### Gate-type map, run 1

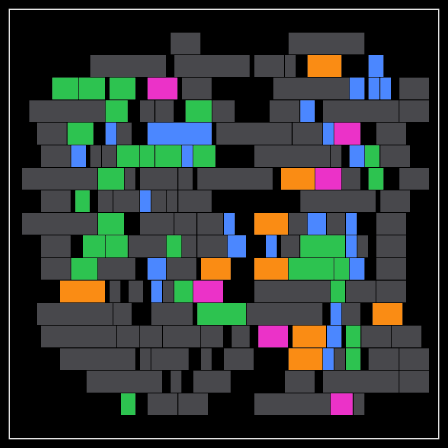
### PDN straps and rails, run 1

Pins as bars on the die edge.
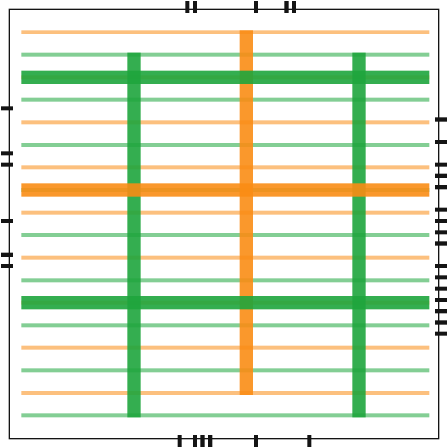
### Clock wiring as the flow saved it, run 1

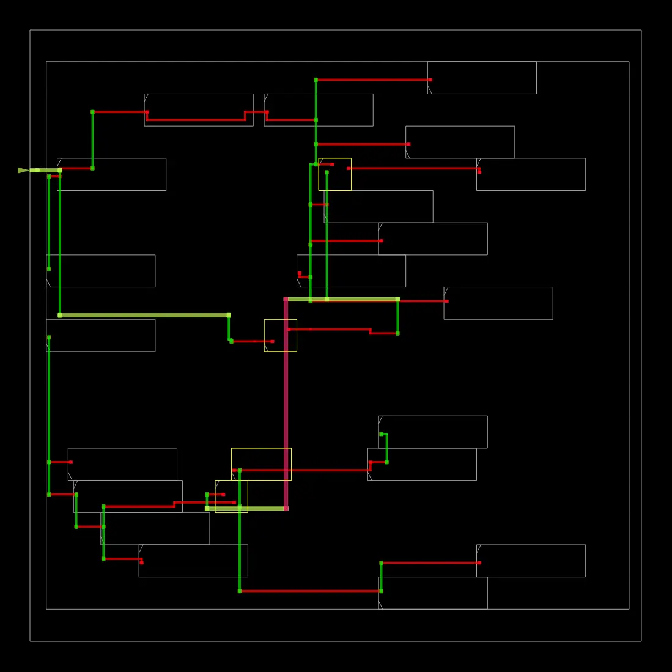
### Sequential cells grouped by signal name, run 1

Other sequential cells in the stronger grey, the rest of the logic in the fainter grey.
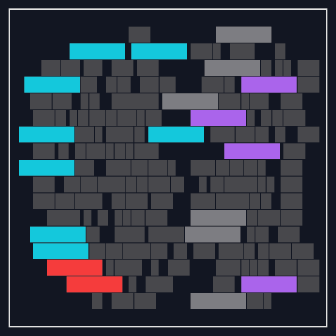
**src/rtl/jk_bank_sequencer.sv**
```systemverilog
// Command-driven sequencer for a bank of JK flip-flops: it can load the bank, count up,
// count down, or toggle for a programmed run length, and it exposes the per-bit J/K excitation.
module jk_bank_sequencer #(
    parameter int WIDTH = 4,
    parameter int LEN_W = 8
) (
    input  logic             clk,
    input  logic             rst,
    input  logic             cmd_valid,
    output logic             cmd_ready,
    input  logic [1:0]       cmd_op,
    input  logic [WIDTH-1:0] cmd_data,
    input  logic [LEN_W-1:0] cmd_len,
    input  logic             hold,
    output logic [WIDTH-1:0] j_vec,
    output logic [WIDTH-1:0] k_vec,
    output logic [WIDTH-1:0] q,
    output logic             busy,
    output logic             done
);

    typedef enum logic [1:0] {
        ST_IDLE = 2'd0,
        ST_RUN  = 2'd1,
        ST_DONE = 2'd2
    } state_t;

    localparam logic [1:0] OP_LOAD   = 2'b00;
    localparam logic [1:0] OP_UP     = 2'b01;
    localparam logic [1:0] OP_DOWN   = 2'b10;
    localparam logic [1:0] OP_TOGGLE = 2'b11;

    localparam logic [LEN_W-1:0] LEN_ONE  = {{(LEN_W-1){1'b0}}, 1'b1};
    localparam logic [LEN_W-1:0] LEN_ZERO = {LEN_W{1'b0}};
    localparam logic [WIDTH-1:0] VEC_ZERO = {WIDTH{1'b0}};
    localparam logic [WIDTH-1:0] VEC_ONES = {WIDTH{1'b1}};

    state_t           state_r, state_next_s;
    logic [WIDTH-1:0] q_r, q_next_s;
    logic [LEN_W-1:0] rem_r, rem_next_s;
    logic [1:0]       op_r, op_next_s;
    logic [WIDTH-1:0] data_r, data_next_s;
    logic [WIDTH-1:0] j_s, k_s;

    // Ripple-carry toggle mask: bit i toggles when every lower bit of 'bits' is set.
    function automatic logic [WIDTH-1:0] carry_mask(input logic [WIDTH-1:0] bits);
        logic acc;
        acc = 1'b1;
        for (int i = 0; i < WIDTH; i++) begin
            carry_mask[i] = acc;
            acc           = acc & bits[i];
        end
    endfunction

    // JK characteristic equation, applied bitwise.
    function automatic logic [WIDTH-1:0] jk_apply(input logic [WIDTH-1:0] cur,
                                                  input logic [WIDTH-1:0] j,
                                                  input logic [WIDTH-1:0] k);
        jk_apply = (j & ~cur) | (~k & cur);
    endfunction

    // State, bank and command registers.
    always_ff @(posedge clk or posedge rst) begin
        if (rst) begin
            state_r <= ST_IDLE;
            q_r     <= VEC_ZERO;
            rem_r   <= LEN_ZERO;
            op_r    <= 2'b00;
            data_r  <= VEC_ZERO;
        end else begin
            state_r <= state_next_s;
            q_r     <= q_next_s;
            rem_r   <= rem_next_s;
            op_r    <= op_next_s;
            data_r  <= data_next_s;
        end
    end

    // Next-state, excitation and command-latch logic.
    always_comb begin
        state_next_s = state_r;
        q_next_s     = q_r;
        rem_next_s   = rem_r;
        op_next_s    = op_r;
        data_next_s  = data_r;
        j_s          = VEC_ZERO;
        k_s          = VEC_ZERO;
        case (state_r)
            ST_IDLE: begin
                if (cmd_valid) begin
                    op_next_s   = cmd_op;
                    data_next_s = cmd_data;
                    if (cmd_op == OP_LOAD) begin
                        rem_next_s   = LEN_ONE;
                        state_next_s = ST_RUN;
                    end else if (cmd_len != LEN_ZERO) begin
                        rem_next_s   = cmd_len;
                        state_next_s = ST_RUN;
                    end else begin
                        state_next_s = ST_DONE;
                    end
                end else begin
                    state_next_s = ST_IDLE;
                end
            end
            ST_RUN: begin
                if (hold) begin
                    state_next_s = ST_RUN;
                end else begin
                    case (op_r)
                        OP_LOAD: begin
                            j_s = data_r;
                            k_s = ~data_r;
                        end
                        OP_UP: begin
                            j_s = carry_mask(q_r);
                            k_s = carry_mask(q_r);
                        end
                        OP_DOWN: begin
                            j_s = carry_mask(~q_r);
                            k_s = carry_mask(~q_r);
                        end
                        OP_TOGGLE: begin
                            j_s = VEC_ONES;
                            k_s = VEC_ONES;
                        end
                        default: begin
                            j_s = VEC_ZERO;
                            k_s = VEC_ZERO;
                        end
                    endcase
                    q_next_s   = jk_apply(q_r, j_s, k_s);
                    rem_next_s = rem_r - LEN_ONE;
                    if (rem_r == LEN_ONE) begin
                        state_next_s = ST_DONE;
                    end else begin
                        state_next_s = ST_RUN;
                    end
                end
            end
            ST_DONE: begin
                state_next_s = ST_IDLE;
            end
            default: begin
                state_next_s = ST_IDLE;
            end
        endcase
    end

    assign cmd_ready = (state_r == ST_IDLE);
    assign busy      = (state_r == ST_RUN) || (state_r == ST_DONE);
    assign done      = (state_r == ST_DONE);
    assign q         = q_r;
    assign j_vec     = j_s;
    assign k_vec     = k_s;

endmodule
```
**config.mk**
```make
export PLATFORM = sky130hd
export DESIGN_NAME = jk_bank_sequencer
export DESIGN_NICKNAME = d
export VERILOG_FILES = /design/src/rtl/jk_bank_sequencer.sv
export SDC_FILE = /design/constraint.sdc
export NUM_CORES = 1
export LEC_CHECK = 0
export CAP_MARGIN = 10
export CORE_MARGIN = 1
export CORE_UTILIZATION = 52
export DETAILED_ROUTE_END_ITERATION = 8
export HOLD_SLACK_MARGIN = 0.02
export PLACE_DENSITY = 0.9
export SLEW_MARGIN = 20
export SYNTH_ARGS = -nofsm -noshare
export SYNTH_HDL_FRONTEND = slang
export SYNTH_SLANG_ARGS = --single-unit
```
**constraint.sdc**
```tcl
create_clock -name clk -period 4.4 [get_ports clk]
set_clock_uncertainty 0.05 [all_clocks]
set_input_delay 0.66 -clock clk [delete_from_list [all_inputs] [get_ports clk]]
set_output_delay 0.66 -clock clk [all_outputs]
set_load 0.05 [all_outputs]
```
==> results.tsv, run 1 <==
metric	value	unit
status	finished, final reports clean	
grtUsageMet1	30.6	%
crit_chain	inv_1 -> ha_1 -> buf_4 -> nor2b_1 -> o221ai_2 -> nor2_1 -> clkdlybuf4s50_1	
antenna_found_initial	0	
logic_gates	100	
internal_power	670	µW
crit_type	flip-flop to primary output	
clk_share	2.18	%
die_w	51.6	µm
ys_cells	131	
cts_tree	built	
clock-sinks	20	
critPathSlowestCell	clkdlybuf4s50_1	
core-area	0.00228	mm²
power.share.clock	8.1	%
fmax	303	MHz
seq_power_share	27.8	%
grt_max_degree	21	
xor_area_share	0	%
ff_type	dfrtp_1	
critical_path.top_delay_family	buffers and inverters	
drtIter0Drc	55	
area.share.sequential	30.1	%
initCoreUtil	56.3	%
place_area	0.00163	mm²
route.detailed.drc	0	
via_per_inst	6.27	
vias	1204	
finalSetupViolCount	0	
syn_avg_cell_area	9.78	µm²
rsz0062_at_grt	false	
met3_usage	2.92	%
top_logic_kind	simple AND/OR/NAND/NOR gates	
inv_count	7	
hold_path_class	flip-flop to flip-flop	
io_pins	33	
synthSimpleGateAreaFrac	23.1	%
dr_wl_met3	180	µm
dieArea	0.00267	mm²
async_flop_share	100	%
design.final.nets	188	
n_all_buffers	33	
numCtsBuffers	3	
comb_share	44.3	%
Back to the opening pictures, 'Gate-type map':
green -> aoi and oai cells  # cells 28
magenta -> non-inverting ao/oa cells  # cells 6
orange -> mux cells  # cells 9
blue -> nor cells  # cells 24

Back to the opening pictures, 'PDN straps and rails':
green -> VSS
orange -> VDD
met1 rails = 18
rows = 17
met5 straps = 3
signal pins = 33

Back to the opening pictures, 'Clock wiring as the flow saved it':
CLK BUF: 4
Clk Latency, worst-skew pair: 0.32 ns
registers: 20

Back to the opening pictures, 'Sequential cells grouped by signal name':
cyan -> `rem_r`  # sequential cells 8
purple -> `q`  # sequential cells 4
red -> `state_r`  # sequential cells 2
not coloured = 6

-- run 1: cells by family (layout without fill, tap and decap cells) --
group,count (synthesis),after routing
compound gates,34,34
fa+ha+maj,5,5
buf+inv,11,44
flops,20,20
mux,9,9
simple gates,52,52
-- run 1: cell usage in the layout, fill, tap and decap left out, types with 6 or more instances in the layout --
cell             Yosys  routed
clkdlybuf4s50_1      0      32
dfrtp_1             20      20
nor2_1              13      13
nand3_1              8       8
a21oi_1              8       8
o2bb2ai_1            7       7
nor3_1               7       7
inv_1                6       6
nand2_1              6       6
mux2_2               6       6
-- run 1: state kept, by name, indices dropped and copies added, names as in the netlist --
signal	flops
q	4
op_r	2
rem_r	8
state_r	2
data_r	4
-- run 1: final timing paths --
path / from / end / slack (ns) / cells after the start
setup / recovery: state_r[1] / j_vec[2] / 1.10 / 7
hold / removal: rem_r[7] / rem_r[7] / 0.48 / 1
setup reg to reg: state_r[1] / rem_r[1] / 2.52 / 7
hold reg to reg: rem_r[7] / rem_r[7] / 0.48 / 1
max in group asynchronous: rst / rem_r[2] / 3.12 / 2
min in group asynchronous: rst / rem_r[4] / 0.70 / 2
-- run 1: power groups by stage --
stage | clock [mW] | sequential, mW | combinational, mW
final | 0.111 | 0.383 | 0.883
after global routing | 0.119 | 0.395 | 0.950
after CTS | 0.111 | 0.377 | 0.882
after detailed placement | 0 | 0.380 | 0.878
after global placement | 0 | 0.372 | 0.849
after floorplan | 0 | 0.402 | 0.614
-- run 1: through the flow --
step,hold WS [ns],setup WS [ns]
after detailed placement,0.447,1.11
after CTS,0.478,1.11
after floorplan,0.398,1.80
after global routing,0.485,0.930
after global placement,0.424,1.17
final,0.482,1.10
### Placement by cell class, run 1

The bar under the picture is 20 µm long. Fill, decap, tap and diode cells in grey.
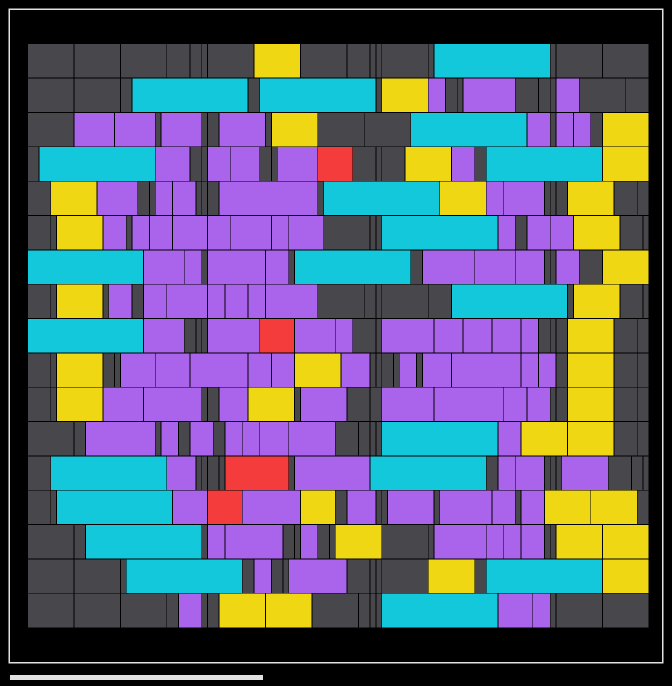

## Run 2: what changed since run 1
- CORE_UTILIZATION: 52 -> 48
- PLACE_DENSITY: 0.9 -> 0.85
- clock period: 4.4 -> 3.45 ns (I/O delays scaled with it)
### Placement by cell class, run 2

The bar under the picture is 20 µm long. Fill, decap, tap and diode cells in grey.
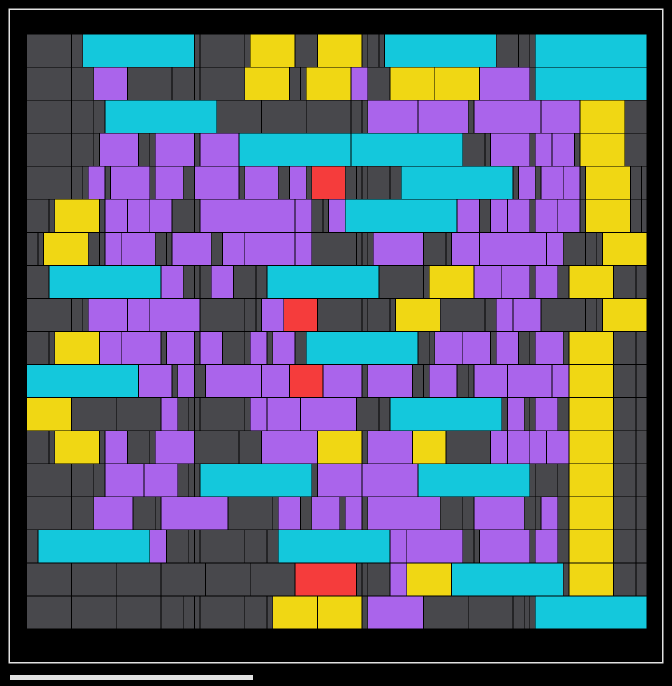
cyan -> registers  # cells 20
purple -> remaining logic cells  # cells 107
yellow -> remaining buffers and delay cells  # cells 33
red -> clock drivers and dummy loads  # cells 4

### Clock wiring as the flow saved it, run 2

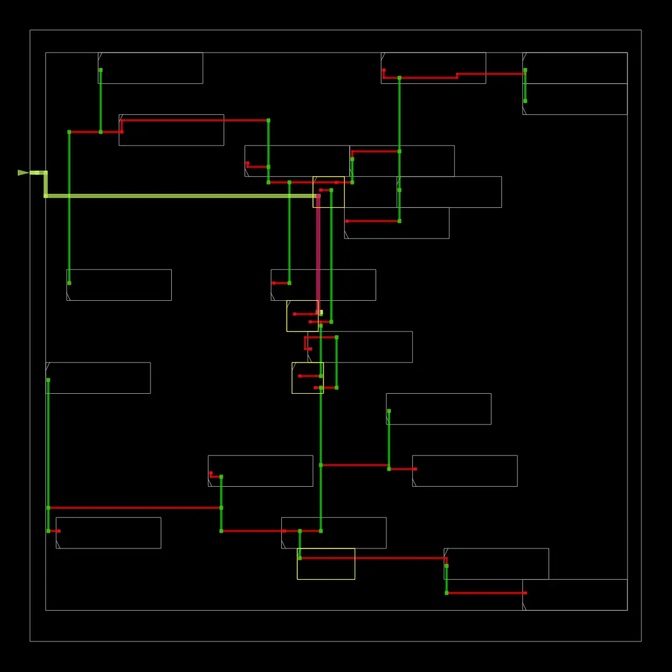
Num CTS Buffers: 3
Clk. pwr: 138 µW
Clk Latency, worst-skew pair: 0.30 ns
Sink Count: 20

### Gate-type map, run 2

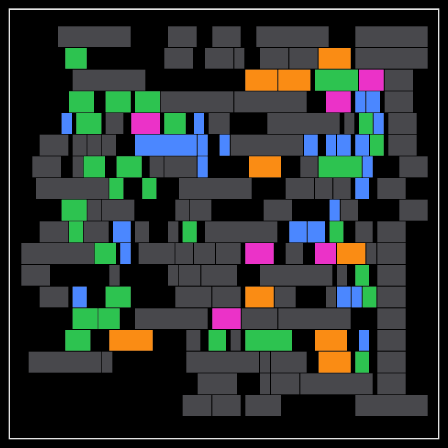
orange -> mux cells  # cells 9
blue -> nor cells  # cells 24
green -> aoi and oai cells  # cells 28
magenta -> non-inverting ao/oa cells  # cells 6

==> results.tsv, run 2 <==
metric	value	unit	change
status	finished, final reports clean		
largest_reg_flops	8		unchanged
power_density	1040	mW/mm²	
grt_max_degree	21		unchanged
largest_area_cell	dfrtp_1		
hold_viol	0		
ys_cells	131		unchanged
design.final.nets	188		unchanged
grt_pass1_vias	1190		
die_w	53.7	µm	+3.9%
critical_path.top_delay_family	buffers and inverters		
async_flop_share	100	%	unchanged
most-common-layout-cells	clkdlybuf4s50_1, dfrtp_1, nor2_1		
hold_depth	1		unchanged
fmax	331	MHz	
ant_nets	0		
initCoreUtil	51.3	%	-5.0 points
cp-start-kind	input pin		
finalSetupViolCount	0		unchanged
whs	0.455	ns	-0.0269 ns
cts.clk_slew.worst_paths	0.12	ns	
ctsResizeCount	0		
dr_wl_met3	132	µm	-27%
hold_path_class	flip-flop to flip-flop		
drtIter0Drc	32		-42%
synth_dominant_cell_count	dfrtp_1		
wl_per_cell	15.4	µm	
regMostFlops	rem_r		
rsz0062_at_grt	false		
synthCells	131		
dieArea	0.00288	mm²	+8.0%
ff_type	dfrtp_1		
io_pins	33		unchanged
place_area	0.00163	mm²	+0.15%
post-cts-setup-buffers	0		
via_per_inst	5.94		-5.2%
route.detailed.drc	0		unchanged
syn_avg_cell_area	9.78	µm²	unchanged
cp_num_cells	5		-2
crit_type	input pin to primary output		
crit_chain	clkdlybuf4s50_1 -> nor2b_1 -> o221ai_2 -> nor2_1 -> clkdlybuf4s50_1		
final_common_cell	clkdlybuf4s50_1		
reg2reg_depth	7		unchanged
drive_gt1_share	14.0	%	
vdd_ir_drop_max	0.723	mV	
antenna_found_initial	0		unchanged
gp_congestion	0.837		
grtUsageTotal	23.3	%	
core-area	0.00250	mm²	+9.8%
netlist_area	0.00128	mm²	
max_slew_margin	48.0	%	
vias	1153		-4.2%
cts_tree	built		
cts_hold_buf	0		
critPathSlowestCell	clkdlybuf4s50_1		
run 2: cell counts in the layout (fill, tap and decap cells not counted):
Identical to the previous run, type by type.
run 2: where the power goes:
part           switching (mW)  internal, mW  total [mW]
combinational           0.672         0.444        1.12
sequential              0.137         0.347       0.484
clock                  0.0739        0.0643       0.138
total                   0.883         0.855        1.74
run 2: worst paths after layout:
kind | start | endpoint | slack, ns
min | rem_r[6] | rem_r[6] | 0.46
max | hold | j_vec[2] | 0.43
min in group asynchronous | rst | data_r[2] | 0.60
max reg2reg | state_r[1] | rem_r[1] | 1.55
min reg2reg | rem_r[6] | rem_r[6] | 0.46
max in group asynchronous | rst | state_r[1] | 2.27
run 2: metal layers:
metal  vias up  track usage (%)
met4         0             7.46
met1       552             25.0
met2        41             45.9
li1        556                -
met5         -                0
met3         4             2.82
run 2: area by class of cell:
| cell class | count | area share [%] |
|---|---|---|
| Clock buffer | 4 | 2.18 |
| Inverter | 7 | 1.58 |
| Multi-Input combinational cell | 100 | 44.2 |
| Sequential cell | 20 | 30.1 |
| Tap cell | 30 | 2.26 |
| Timing Repair Buffer | 33 | 19.7 |
run 2: logic make-up (layout without fill, tap and decap cells):
logic type      Yosys count  in the layout  synth area share (%)
fa+ha+maj                 5              5                  4.88
flops                    20             20                  39.1
compound gates           34             34                  21.4
buf+inv                  11             44                  3.51
mux                       9              9                  8.01
simple gates             52             52                  23.1
run 2: stage by stage:
stage	setup WS, ns	cells	utilization (%)
after detailed placement	0.444	190	65.1
after global placement	0.532	190	65.1
after global routing	0.328	194	66.6
after CTS	0.441	194	66.6
final	0.426	194	66.6
after floorplan	0.990	131	-
Power and IR drop assume default switching activity.
